===== config.mk =====
export PLATFORM = sky130hd
export DESIGN_NAME = alsu_pipe
export DESIGN_NICKNAME = d
export VERILOG_FILES = /design/src/rtl/alsu_pkg.sv /design/src/rtl/alsu_core.sv /design/src/rtl/alsu_pipe.sv
export SDC_FILE = /design/constraint.sdc
export NUM_CORES = 1
export LEC_CHECK = 0
export CORE_MARGIN = 4
export CORE_UTILIZATION = 50
export DETAILED_ROUTE_END_ITERATION = 10
export PLACE_DENSITY = 0.77
export SETUP_SLACK_MARGIN = 0.05
export SLEW_MARGIN = 20
export SYNTH_ARGS = -nofsm -noshare
export SYNTH_HDL_FRONTEND = slang
export SYNTH_SLANG_ARGS = --single-unit

===== constraint.sdc =====
create_clock -name clk -period 4.6 [get_ports clk]
set_input_delay 0.69 -clock clk [delete_from_list [all_inputs] [get_ports clk]]
set_output_delay 0.69 -clock clk [all_outputs]
set_load 0.005 [all_outputs]

===== src/rtl/alsu_pkg.sv =====
// Shared types and default sizes for the pipelined ALSU.
package alsu_pkg;

  typedef enum logic [2:0] {
    OR        = 3'd0,
    XOR       = 3'd1,
    ADD       = 3'd2,
    MULT      = 3'd3,
    SHIFT     = 3'd4,
    ROTATE    = 3'd5,
    INVALID_6 = 3'd6,
    INVALID_7 = 3'd7
  } opcode_e;

  localparam int DEF_WIDTH = 3;
  localparam int DEF_LED_W = 16;
  localparam int DEF_CNT_W = 8;

endpackage


===== src/rtl/alsu_core.sv =====
// Combinational ALSU datapath: invalid-op decode, bypass selection and opcode result,
// evaluated from the stage-1 registers and the current output register.
module alsu_core
  import alsu_pkg::*;
#(
  parameter int WIDTH          = DEF_WIDTH,
  parameter int FULL_ADDER     = 1,
  parameter     INPUT_PRIORITY = "A"
) (
  input  opcode_e                  opcode_i,
  input  logic signed [WIDTH-1:0]  a_i,
  input  logic signed [WIDTH-1:0]  b_i,
  input  logic                     cin_i,
  input  logic                     red_op_a_i,
  input  logic                     red_op_b_i,
  input  logic                     bypass_a_i,
  input  logic                     bypass_b_i,
  input  logic                     direction_i,
  input  logic                     serial_in_i,
  input  logic [2*WIDTH-1:0]       cur_out_i,
  output logic [2*WIDTH-1:0]       result_o,
  output logic                     invalid_o
);

  localparam int OW = 2 * WIDTH;

  logic [OW-1:0]        a_ext, b_ext, or_ext, xor_ext, sum, cin_ext;
  logic signed [OW-1:0] prod;
  logic [WIDTH-1:0]     or_ab, xor_ab;
  logic                 cin_used;

  assign a_ext    = {{WIDTH{a_i[WIDTH-1]}}, a_i};
  assign b_ext    = {{WIDTH{b_i[WIDTH-1]}}, b_i};
  assign or_ab    = a_i | b_i;
  assign xor_ab   = a_i ^ b_i;
  assign or_ext   = {{WIDTH{or_ab[WIDTH-1]}}, or_ab};
  assign xor_ext  = {{WIDTH{xor_ab[WIDTH-1]}}, xor_ab};
  assign cin_used = (FULL_ADDER != 0) ? cin_i : 1'b0;
  assign cin_ext  = {{(OW-1){1'b0}}, cin_used};
  // Operands are sign-extended to 2*WIDTH, so neither sum nor product can overflow.
  assign sum      = a_ext + b_ext + cin_ext;
  assign prod     = $signed(a_ext) * $signed(b_ext);

  always_comb begin
    result_o  = '0;
    invalid_o = 1'b0;
    if (opcode_i == INVALID_6 || opcode_i == INVALID_7 ||
        ((red_op_a_i || red_op_b_i) && opcode_i != OR && opcode_i != XOR)) begin
      invalid_o = 1'b1;
    end else if (bypass_a_i && bypass_b_i) begin
      result_o = (INPUT_PRIORITY == "B") ? b_ext : a_ext;
    end else if (bypass_a_i) begin
      result_o = a_ext;
    end else if (bypass_b_i) begin
      result_o = b_ext;
    end else begin
      case (opcode_i)
        OR: begin
          if (red_op_a_i)      result_o = {{(OW-1){1'b0}}, |a_i};
          else if (red_op_b_i) result_o = {{(OW-1){1'b0}}, |b_i};
          else                 result_o = or_ext;
        end
        XOR: begin
          if (red_op_a_i)      result_o = {{(OW-1){1'b0}}, ^a_i};
          else if (red_op_b_i) result_o = {{(OW-1){1'b0}}, ^b_i};
          else                 result_o = xor_ext;
        end
        ADD:  result_o = sum;
        MULT: result_o = prod;
        SHIFT: result_o = direction_i ? {cur_out_i[OW-2:0], serial_in_i}
                                      : {serial_in_i, cur_out_i[OW-1:1]};
        ROTATE: result_o = direction_i ? {cur_out_i[OW-2:0], cur_out_i[OW-1]}
                                       : {cur_out_i[0], cur_out_i[OW-1:1]};
        default: result_o = '0;
      endcase
    end
  end

endmodule


===== src/rtl/alsu_pipe.sv =====
// Two-stage ALSU: stage 1 registers qualified inputs, stage 2 updates out/leds/err_cnt.
// Handshake: in_valid qualifies inputs each cycle; out_valid pulses two edges later; no backpressure.
module alsu_pipe
  import alsu_pkg::*;
#(
  parameter int WIDTH          = DEF_WIDTH,
  parameter int LED_W          = DEF_LED_W,
  parameter int CNT_W          = DEF_CNT_W,
  parameter int FULL_ADDER     = 1,
  parameter     INPUT_PRIORITY = "A"
) (
  input  logic                      clk,
  input  logic                      rst,
  input  logic                      in_valid,
  input  logic                      cin,
  input  logic                      red_op_A,
  input  logic                      red_op_B,
  input  logic                      bypass_A,
  input  logic                      bypass_B,
  input  logic                      direction,
  input  logic                      serial_in,
  input  logic [2:0]                opcode,
  input  logic signed [WIDTH-1:0]   A,
  input  logic signed [WIDTH-1:0]   B,
  output logic                      out_valid,
  output logic signed [2*WIDTH-1:0] out,
  output logic [LED_W-1:0]          leds,
  output logic [CNT_W-1:0]          err_cnt
);

  opcode_e                 s1_op_q;
  logic signed [WIDTH-1:0] s1_a_q, s1_b_q;
  logic                    s1_cin_q, s1_red_a_q, s1_red_b_q, s1_byp_a_q, s1_byp_b_q;
  logic                    s1_dir_q, s1_si_q, s1_valid_q;

  logic [2*WIDTH-1:0] out_q, out_d, result;
  logic [LED_W-1:0]   leds_q, leds_d;
  logic [CNT_W-1:0]   err_cnt_q, err_cnt_d;
  logic               out_valid_q, invalid;

  always_ff @(posedge clk or negedge rst) begin
    if (!rst) begin
      s1_op_q    <= OR;
      s1_a_q     <= '0;
      s1_b_q     <= '0;
      s1_cin_q   <= 1'b0;
      s1_red_a_q <= 1'b0;
      s1_red_b_q <= 1'b0;
      s1_byp_a_q <= 1'b0;
      s1_byp_b_q <= 1'b0;
      s1_dir_q   <= 1'b0;
      s1_si_q    <= 1'b0;
      s1_valid_q <= 1'b0;
    end else begin
      s1_valid_q <= in_valid;
      if (in_valid) begin
        s1_op_q    <= opcode_e'(opcode);
        s1_a_q     <= A;
        s1_b_q     <= B;
        s1_cin_q   <= cin;
        s1_red_a_q <= red_op_A;
        s1_red_b_q <= red_op_B;
        s1_byp_a_q <= bypass_A;
        s1_byp_b_q <= bypass_B;
        s1_dir_q   <= direction;
        s1_si_q    <= serial_in;
      end
    end
  end

  alsu_core #(
    .WIDTH          (WIDTH),
    .FULL_ADDER     (FULL_ADDER),
    .INPUT_PRIORITY (INPUT_PRIORITY)
  ) u_core (
    .opcode_i    (s1_op_q),
    .a_i         (s1_a_q),
    .b_i         (s1_b_q),
    .cin_i       (s1_cin_q),
    .red_op_a_i  (s1_red_a_q),
    .red_op_b_i  (s1_red_b_q),
    .bypass_a_i  (s1_byp_a_q),
    .bypass_b_i  (s1_byp_b_q),
    .direction_i (s1_dir_q),
    .serial_in_i (s1_si_q),
    .cur_out_i   (out_q),
    .result_o    (result),
    .invalid_o   (invalid)
  );

  // Bubbles hold out/leds/err_cnt so SHIFT/ROTATE always see the last valid result.
  always_comb begin
    out_d     = out_q;
    leds_d    = leds_q;
    err_cnt_d = err_cnt_q;
    if (s1_valid_q) begin
      if (invalid) begin
        out_d  = '0;
        leds_d = ~leds_q;
        if (err_cnt_q != {CNT_W{1'b1}}) err_cnt_d = err_cnt_q + 1'b1;
      end else begin
        out_d  = result;
        leds_d = '0;
      end
    end
  end

  always_ff @(posedge clk or negedge rst) begin
    if (!rst) begin
      out_q       <= '0;
      leds_q      <= '0;
      err_cnt_q   <= '0;
      out_valid_q <= 1'b0;
    end else begin
      out_q       <= out_d;
      leds_q      <= leds_d;
      err_cnt_q   <= err_cnt_d;
      out_valid_q <= s1_valid_q;
    end
  end

  assign out       = out_q;
  assign leds      = leds_q;
  assign err_cnt   = err_cnt_q;
  assign out_valid = out_valid_q;

endmodule


**Placed cells, one colour a class**

Drawn at 6 px/um.
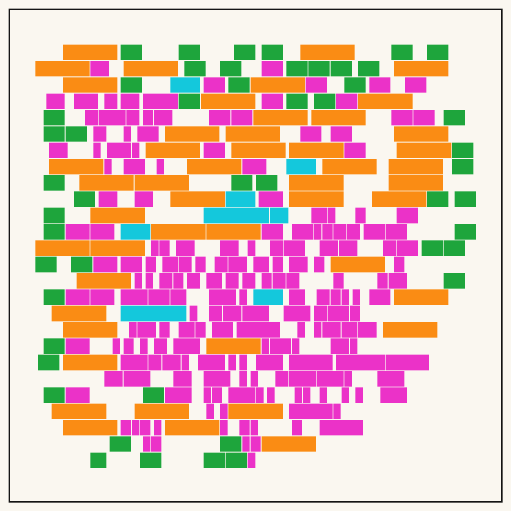
| class | colour | cells |
|---|---|---|
| other buffers and delay cells | green | 49 |
| clock drivers and dummy loads | cyan | 8 |
| flip-flops | orange | 48 |
| all other logic | magenta | 189 |
Final Cell Area: 3380 um^2
Seq area share: 0.355
final core occ: 0.650
CORE AREA: 5200 um^2

**The metal 3 layer**

Drawn at 6 px/um. Cells faint in the background.
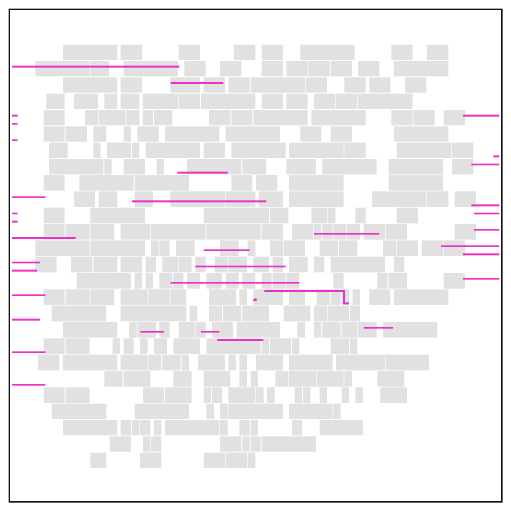
main direction: horizontal
wire length on this layer: 246 um
share of all routed wire: 4.5%
longest straight run: 27.6 um
Vias: 2,019
WL final: 5520 um
met3 global-route usage: 0.0373

**Clock routing**

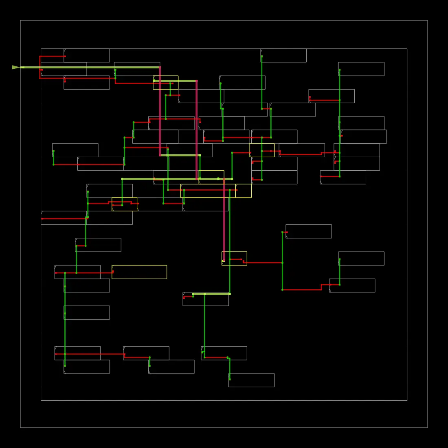
Clock buffer cells: 5
flop count: 48
Num CTS Buffers: 5
clk latency late pin: 0.30 ns

==> metrics.cfg <==
[power_and_ir_drop]
power.internal_uw = 951
p_comb_frac = 0.294

[yosys]
top_cell = dfrtp_1
simple_gate_share = 0.108
logic_family = multiplexers
ys.flops = 48
syn_avg_cell_area_um2 = 11.0

[setup_path]
worstPathMaxFanout = 9
cp.arrival_ns = 3.73
cp_slowest_cell = fa_1

[clock_tree]
cts.clk_slew.worst_paths_ns = 0.09
cts_resized = 0

[finish]
clkCellAreaFrac = 0.0407
buffers = 49
drive_gt1_frac = 0.0782
largest_reg_flops = 16
fin_nets = 334
diodes = 0

[route]
wl_met2_um = 2570
routedWlPerCell_um = 15.2
dr_wl_met3_um = 246

[global_route]
grt_max_degree = 49

[timing]
slew_violations = 0
tightest_slew_ns = 0.811

[floorplan]
die_h_um = 81.9

[job]
maxCapViolations = 0

[status]
outcome = finished, final reports clean

